$ cat src/rtl/intersection_phase_scheduler.sv
`default_nettype none
// ============================================================================
// Module      : intersection_phase_scheduler
// Description : Two-approach (NS/EW) traffic phase sequencer with actuated
//               green extension and a latched pedestrian WALK phase.
// Revision    : 1.0 - initial release
// ============================================================================
module intersection_phase_scheduler #(
    parameter int CNT_W     = 8,
    parameter int GREEN_MIN = 10,
    parameter int GREEN_MAX = 30,
    parameter int YELLOW_T  = 3,
    parameter int ALLRED_T  = 2,
    parameter int WALK_T    = 8
) (
    input  logic       clk,
    input  logic       reset,
    input  logic       tick,
    input  logic       ns_req,
    input  logic       ew_req,
    input  logic       ped_req,
    output logic       ns_red,
    output logic       ns_yellow,
    output logic       ns_green,
    output logic       ew_red,
    output logic       ew_yellow,
    output logic       ew_green,
    output logic       walk,
    output logic       ped_pending,
    output logic [2:0] phase
);

    typedef enum logic [2:0] {
        S_NS_G  = 3'd0,
        S_NS_Y  = 3'd1,
        S_AR_NS = 3'd2,
        S_EW_G  = 3'd3,
        S_EW_Y  = 3'd4,
        S_AR_EW = 3'd5,
        S_WALK  = 3'd6
    } state_t;

    localparam logic [CNT_W-1:0] c_gmin_m1   = CNT_W'(GREEN_MIN - 1);
    localparam logic [CNT_W-1:0] c_gmax_m1   = CNT_W'(GREEN_MAX - 1);
    localparam logic [CNT_W-1:0] c_yellow_m1 = CNT_W'(YELLOW_T - 1);
    localparam logic [CNT_W-1:0] c_allred_m1 = CNT_W'(ALLRED_T - 1);
    localparam logic [CNT_W-1:0] c_walk_m1   = CNT_W'(WALK_T - 1);

    state_t           r_state;
    state_t           w_next;
    logic [CNT_W-1:0] r_timer;
    logic [CNT_W-1:0] w_timer_nxt;
    logic             r_next_dir;
    logic             w_ns_conf;
    logic             w_ew_conf;
    logic             w_green;
    logic             w_enter_walk;

    always_comb begin
        w_next    = r_state;
        w_ns_conf = ew_req | ped_pending;
        w_ew_conf = ns_req | ped_pending;
        case (r_state)
            S_NS_G:  if (tick && w_ns_conf &&
                         ((r_timer >= c_gmin_m1 && !ns_req) || r_timer >= c_gmax_m1))
                         w_next = S_NS_Y;
            S_NS_Y:  if (tick && r_timer == c_yellow_m1) w_next = S_AR_NS;
            S_AR_NS: if (tick && r_timer == c_allred_m1)
                         w_next = ped_pending ? S_WALK : S_EW_G;
            S_EW_G:  if (tick && w_ew_conf &&
                         ((r_timer >= c_gmin_m1 && !ew_req) || r_timer >= c_gmax_m1))
                         w_next = S_EW_Y;
            S_EW_Y:  if (tick && r_timer == c_yellow_m1) w_next = S_AR_EW;
            S_AR_EW: if (tick && r_timer == c_allred_m1)
                         w_next = ped_pending ? S_WALK : S_NS_G;
            S_WALK:  if (tick && r_timer == c_walk_m1)
                         w_next = r_next_dir ? S_EW_G : S_NS_G;
            default: w_next = S_AR_EW;  // illegal code recovers without waiting for tick
        endcase
    end

    // Green timer saturates so an indefinitely resting green cannot wrap
    always_comb begin
        w_green      = (r_state == S_NS_G) || (r_state == S_EW_G);
        w_enter_walk = (w_next == S_WALK) && (r_state != S_WALK);
        w_timer_nxt  = r_timer;
        if (w_next != r_state)
            w_timer_nxt = '0;
        else if (tick && !(w_green && r_timer >= c_gmax_m1))
            w_timer_nxt = r_timer + 1'b1;
    end

    always_ff @(posedge clk or posedge reset) begin
        if (reset) begin
            r_state    <= S_AR_EW;
            r_timer    <= '0;
            r_next_dir <= 1'b0;
        end else begin
            r_state <= w_next;
            r_timer <= w_timer_nxt;
            if (w_enter_walk)
                r_next_dir <= (r_state == S_AR_NS);
        end
    end

    // A new press on the entry edge wins over the clear
    always_ff @(posedge clk or posedge reset) begin
        if (reset)
            ped_pending <= 1'b0;
        else if (ped_req)
            ped_pending <= 1'b1;
        else if (w_enter_walk)
            ped_pending <= 1'b0;
    end

    always_ff @(posedge clk or posedge reset) begin
        if (reset) begin
            ns_red    <= 1'b1;
            ns_yellow <= 1'b0;
            ns_green  <= 1'b0;
            ew_red    <= 1'b1;
            ew_yellow <= 1'b0;
            ew_green  <= 1'b0;
            walk      <= 1'b0;
            phase     <= 3'd5;
        end else begin
            ns_green  <= (w_next == S_NS_G);
            ns_yellow <= (w_next == S_NS_Y);
            ns_red    <= (w_next != S_NS_G) && (w_next != S_NS_Y);
            ew_green  <= (w_next == S_EW_G);
            ew_yellow <= (w_next == S_EW_Y);
            ew_red    <= (w_next != S_EW_G) && (w_next != S_EW_Y);
            walk      <= (w_next == S_WALK);
            phase     <= w_next;
        end
    end

endmodule
`default_nettype wire

$ cat config.mk
export PLATFORM = sky130hd
export DESIGN_NAME = intersection_phase_scheduler
export DESIGN_NICKNAME = d
export VERILOG_FILES = /design/src/rtl/intersection_phase_scheduler.sv
export SDC_FILE = /design/constraint.sdc
export NUM_CORES = 1
export LEC_CHECK = 0
export ABC_AREA = 1
export CAP_MARGIN = 20
export CORE_ASPECT_RATIO = 1.5
export CORE_MARGIN = 1.5
export CORE_UTILIZATION = 59
export DETAILED_ROUTE_END_ITERATION = 10
export HOLD_SLACK_MARGIN = 0.12
export PLACE_DENSITY = 0.92
export SYNTH_ARGS = -nofsm -noshare
export SYNTH_HDL_FRONTEND = slang
export SYNTH_SLANG_ARGS = --single-unit
$ cat constraint.sdc
create_clock -name clk -period 2.8 [get_ports clk]
set_input_delay 0.56 -clock clk [delete_from_list [all_inputs] [get_ports clk]]
set_output_delay 0.56 -clock clk [all_outputs]
set_load 0.05 [all_outputs]
Figure 1. Cell outlines without signal wires (run 1).
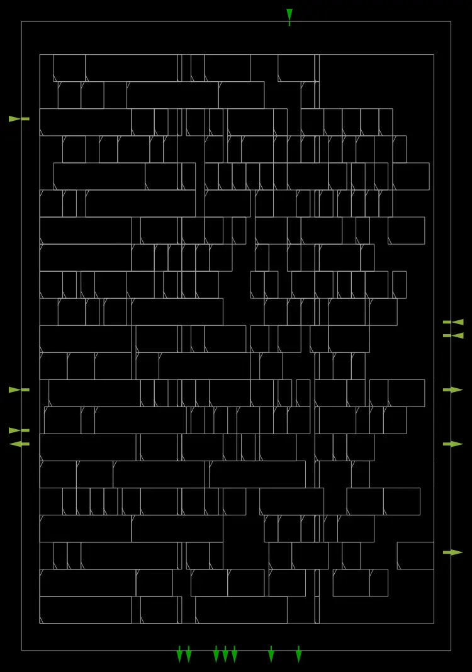
final core occ: 72.87%
Core Region: 2260 sq um
Flops: 20
# Taps: 23
# fillers: 177

Figure 2. Wiring by layer (run 1).
(6 px per um) Two of the layers only.
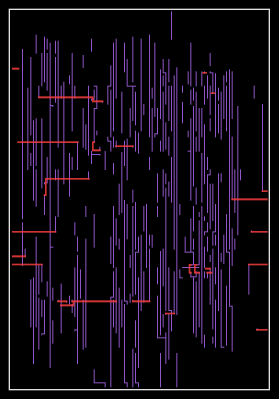
- red: M3 (wire length 86.7 um)
- purple: M2 (wire length 1640 um)
Routed Wire Length: 2984 um
DR vias: 1202
WL per Instance: 13.38 um

==> flow_summary.toml, run 1 <==
# flow metrics
[status]
status = "complete, no violations"

[drt]
dr_wl_met3_um = 86
wl_met1_um = 1185
via_per_inst = 5.390

[logic_synthesis]
yosysMostFrequentCell = "nand2_1"
edf_count = 0
synth-main-ff-cell = "dfrtp_1"
synth_area_sq_um = 1424

[job]
maxCapViolCount = 0

[timing]
maxSlewViolCount = 0
finalSetupViolCount = 0
rsz0062_at_grt = "no"
finClkSkew_ns = 0.009359
hold_violations = 0

[clock_network]
clk_pin_slew_ns = 0.11
cts_setup_buffers = 0
cts_tree = "built"
cts_max_level = 1

[worst_hold_path]
hold_depth = 2
hold_start = "r_next_dir$_DFFE_PP0P_"

[worst_setup_path]
cp_slowest_stage_delay_ns = 0.84
r2r_cells = 12

[floorplan]
dieArea_sq_um = 2723

[final_layout]
antenna_cells = 0
combGateArea_sq_um = 782.0

[power]
power.share.sequential_pct = 29.4
switching_power_uw = 697.4
p_per_area_nw_per_um2 = 886.1

[global_routing]
antenna_found_initial = 0

[placement]
dp_hpwl_um = 2398
Figure 3. Cells by drive strength (run 1).
(6 px per um)
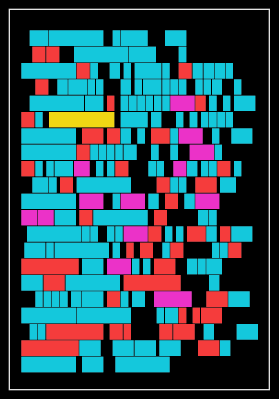
- red: x2 (cells 44; share 22%)
- magenta: x3 and x4 (cells 13; share 6.5%)
- cyan: x1 and smaller (cells 142; share 71%)
- yellow: x6 and larger (cells 1; share 0.50%)
Layout Area Growth over Synthesis: 15.64%
Non-CTS buffers: 16
cell area after layout: 1647 sq um
PnR worst setup slack: 0.4349 ns

Figure 4. Wiring heat map (run 1).
(4 px per um) The die is cut into 9 by 13 equal tiles; dark purple is low, yellow is high, scaled to the fullest tile. Values are wire area over tile area, all layers added.
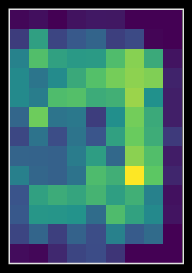
- densest ninth of the die: right middle
- tiles over half the peak: 37%
- nearly empty tiles: 10%
- fullest tile: 0.45
- mean over tiles: 0.17
gr usage total: 24.19%

run 1: power by group through the flow:
stage | sequential [uW] | combinational, uW | clock [uW]
after detailed placement | 435 | 805 | 0
after CTS | 429 | 808 | 233
after floorplan | 579 | 457 | 0
final | 429 | 801 | 229
after global placement | 428 | 784 | 0
after global routing | 437 | 863 | 244
run 1: cell usage in the layout (no fill, tap or decap):
cell	instances
nand3_2	2
a21oi_1	1
a21oi_2	2
dfstp_2	4
inv_2	5
nor3_1	3
inv_1	22
xor2_1	5
inv_4	1
nor2_2	12
nor3_2	6
o21bai_1	1
nor2_4	4
nand2_2	11
nand3b_1	1
nand3_4	1
ha_1	4
nor2_1	12
clkbuf_4	3
o211ai_1	1
nand3_1	12
nand2_1	42
bufinv_16	1
clkdlybuf4s50_1	16
nand4_1	3
clkinv_2	2
o21ai_0	3
dfrtp_1	16
nand2_4	4
run 1: metrics by stage:
step | setup slack [ns] | util (%) | power [uW] | instances
after global placement | 0.4548 | 70.54 | 1212 | 219
final | 0.4349 | 72.87 | 1459 | 223
after floorplan | 0.8367 | - | 1036 | 182
after CTS | 0.4249 | 72.87 | 1471 | 223
after detailed placement | 0.3897 | 70.54 | 1240 | 219
after global routing | 0.3652 | 72.87 | 1544 | 223
run 1: how the worst max path moves through the flow:
stage / cells after the start / slack [ns] / start / end
4_1_cts: 1 / 0.42 / phase[2]$_DFF_PP1_ / phase[2]
3_3_place_gp: 14 / 0.45 / tick / r_timer[4]$_DFFE_PP0P_
3_5_place_dp: 13 / 0.39 / tick / r_timer[0]$_DFFE_PP0P_
6_report: 1 / 0.43 / phase[2]$_DFF_PP1_ / phase[2]
5_1_grt: 1 / 0.37 / phase[2]$_DFF_PP1_ / phase[2]
2_1_floorplan: 12 / 0.84 / phase[2]$_DFF_PP1_ / r_timer[0]$_DFFE_PP0P_
run 1: state kept, by name, summed over array words and instances, names as in the netlist:
name and cells:
ew_green 1, ew_red 1, ew_yellow 1, ns_green 1
ns_red 1, ns_yellow 1, ped_pending 1, phase 3
r_next_dir 1, r_timer 8, walk 1
run 1: cells by family after synthesis:
kind of cell    count (synthesis)  share of synthesized area [%]
simple gates                  113                          44.64
buf+inv                        32                          9.579
flops                          20                          35.50
compound gates                  8                          3.691
xor+xnor                        5                          3.075
fa+ha+maj                       4                          3.515
run 1: final cells by class:
class / count / area share (%)
clock buffer: 3 / 1.368
inverter: 30 / 7.143
sequential: 20 / 30.70
tap: 23 / 1.748
clock inverter: 1 / 1.824
timing repair buffer: 16 / 9.726
multi-input combinational: 130 / 47.49
run 1: layer usage:
metal  global-route usage, %  vias to the layer above
met2                   43.28                       34
met3                   2.579                        6
met5                       0                        -
met4                   7.576                        0
met1                   29.40                      559
li1                        -                      603
--- run 2 (diff from run 1) ---
CORE_UTILIZATION = 55   (was 59)
PLACE_DENSITY = 0.87   (was 0.92)
clock period = 2.39 ns   (was 2.8 ns; I/O delays follow)
Figure 5. Wiring heat map (run 2).
(4 px per um) The die is cut into 9 by 13 equal tiles; dark purple is low, yellow is high, scaled to the fullest tile. Values are wire area over tile area, all layers added.
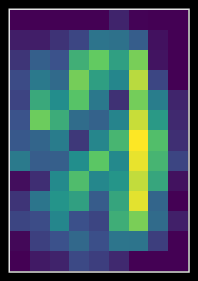
- tiles over half the peak: 26%
- densest ninth of the die: right middle
- mean over tiles: 0.16
- fullest tile: 0.48
Routed Wire Length: 2943 um
DR vias: 1183

==> run 2 against run 1 <==
The run now ends with DRC left. Global-route usage grew 0.28 points. Clock skew shrank 0.0030 ns. Area after synthesis did not move. Synthesized cell count unchanged. Critical endpoint unchanged. Largest power group unchanged.
==> flow_summary.toml, run 2 <==
# flow metrics
[clock_network]
clk_path_buf_depth = 2
cts_max_level = 1
cts_setup_buffers = 0
cts_tree = "built"
ctsHoldBuffers = 0
clk_pin_slew_ns = 0.10

[placement]
globalplace.congestion = 1.058
dp_hpwl_um = 2407

[final_layout]
regMostFlops = "r_timer"
reg_top3 = "r_timer: 8 flops, phase: 3 flops"
largest_reg_flops = 8
layout_top_cells = "42 x nand2_1, 22 x inv_1, 16 x dfrtp_1, 16 x clkdlybuf4s50_1"
layout_top_cell = "nand2_1"
postLayoutCellArea_sq_um = 1622
antenna_cells = 0
area_delta_synth_final_pct = 13.88

[timing]
rsz0062_at_grt = "no"
maxSlewViolCount = 0
finClkSkew_ns = 0.006373
finalSetupViolCount = 0
hold_violations = 0

[worst_setup_path]
cp.depth = 1
cp_slowest_stage_delay_ns = 0.84
r2r_cells = 12
crit_start = "phase[2]$_DFF_PP1_"
worst-path-buf-inv = 1
endpoint_kind = "output port"
endpoint = "phase[2]"

[drt]
dr_wl_met3_um = 62
drc = 3
top_layer = "met4"
wl_met1_um = 1164
via_per_inst = 5.281

[global_routing]
antenna_found_initial = 0
track_usage_pct = 24.47
grt_start_max_net_pins = 21

[logic_synthesis]
yosys-stat-cells = 182
synth_chip_area_sq_um = 1424
edf_count = 0
yosysMostFrequentCell = "nand2_1"
synth_area_sq_um = 1424
synth-main-ff-cell = "dfrtp_1"
syn_avg_cell_area_sq_um = 7.823
synthTopCellsByCount = "42 x nand2_1, 22 x inv_1, 16 x dfrtp_1"

[status]
violations = "DRC"
status = "finished, violations left"

[power]
p_per_area_nw_per_um2 = 980.4
leakage_uw = 0.0007786

[job]
maxCapViolCount = 0

[floorplan]
dieArea_sq_um = 2909
Figure 6. Cell outlines without signal wires (run 2).
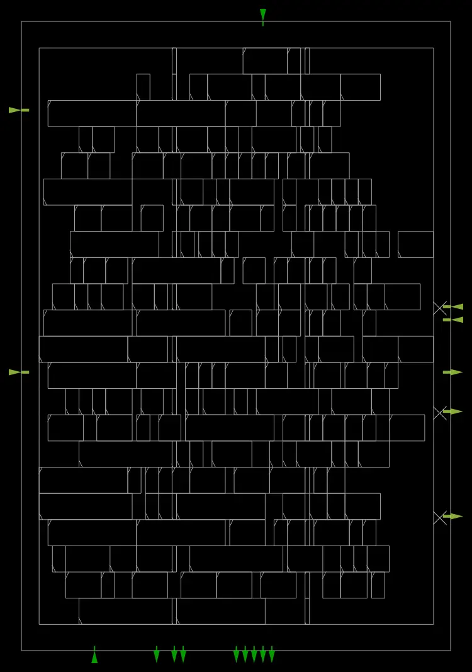
# fillers: 207
final non-filler cell total: 224
Core Region: 2450 sq um
row cnt: 22

run 2: cell types whose count changed in the layout (fill, tap and decap cells not counted), sizes merged:
| cell | delta |
|---|---|
| bufinv | -1 |
| clkbuf | +1 |
run 2: per-stage QoR:
step / worst slack [ns] / hold WS [ns] / util [%] / std cells / power, uW
floorplan: 0.4267 / 0.4389 / - / 182 / 1214
CTS: 0.1015 / 0.5044 / 66.19 / 224 / 1604
global placement: 0.1066 / 0.4697 / 65.12 / 220 / 1415
global route: 0.07827 / 0.5267 / 66.19 / 224 / 1697
detailed placement: 0.06463 / 0.4787 / 65.12 / 220 / 1439
finish: 0.1219 / 0.5053 / 66.19 / 224 / 1590
run 2: worst min-delay path by stage:
stage                                 from                      to  slack (ns)  cells past startpoint
floorplan                            reset      ew_green$_DFF_PP0_        0.44                      1
global placement    r_next_dir$_DFFE_PP0P_  r_next_dir$_DFFE_PP0P_        0.47                      2
detailed placement  r_next_dir$_DFFE_PP0P_  r_next_dir$_DFFE_PP0P_        0.48                      2
CTS                 r_next_dir$_DFFE_PP0P_  r_next_dir$_DFFE_PP0P_        0.50                      2
global route        r_next_dir$_DFFE_PP0P_  r_next_dir$_DFFE_PP0P_        0.53                      2
finish              r_next_dir$_DFFE_PP0P_  r_next_dir$_DFFE_PP0P_        0.51                      2
run 2: logic make-up after synthesis:
group	Yosys count	synth area share, %
flip-flops	20	35.50
adder cells (fa/ha/maj)	4	3.515
buffers and inverters	32	9.579
AND-OR/OR-AND	8	3.691
XOR/XNOR	5	3.075
AND/OR/NAND/NOR	113	44.64
run 2: where the power goes:
part / leakage, uW / total (uW) / internal, uW / switching [uW]
Combinational: 0.000511 / 931 / 292 / 639
Sequential: 0.000253 / 502 / 431 / 71.1
Clock: 0.0000150 / 157 / 65.0 / 91.5
Total: 0.000779 / 1590 / 788 / 802
run 2: worst min-delay path, delay by kind of cell (launching register included):
family	cells	cell delay [ns]
flip-flops	1	0.38
AND/OR/NAND/NOR	2	0.11
run 2: layer usage:
metal  global-route usage (%)  up-vias
li1                         -      597
met1                    28.52      552
met2                    40.58       24
met3                    1.648       10
met4                    17.80        0
met5                        0        -
run 2: layout make-up:
| cell class | count | area [sq um] | share of cell area (%) |
|---|---|---|---|
| clock buffers | 4 | 26.28 | 1.620 |
| multi-input cells | 130 | 782.0 | 48.23 |
| inverters | 30 | 117.6 | 7.253 |
| repair buffers | 16 | 160.2 | 9.877 |
| flip-flops and latches | 20 | 505.5 | 31.17 |
| well taps | 24 | 30.03 | 1.852 |
Power figures rest on the tool's default switching activity, not on a simulated workload.
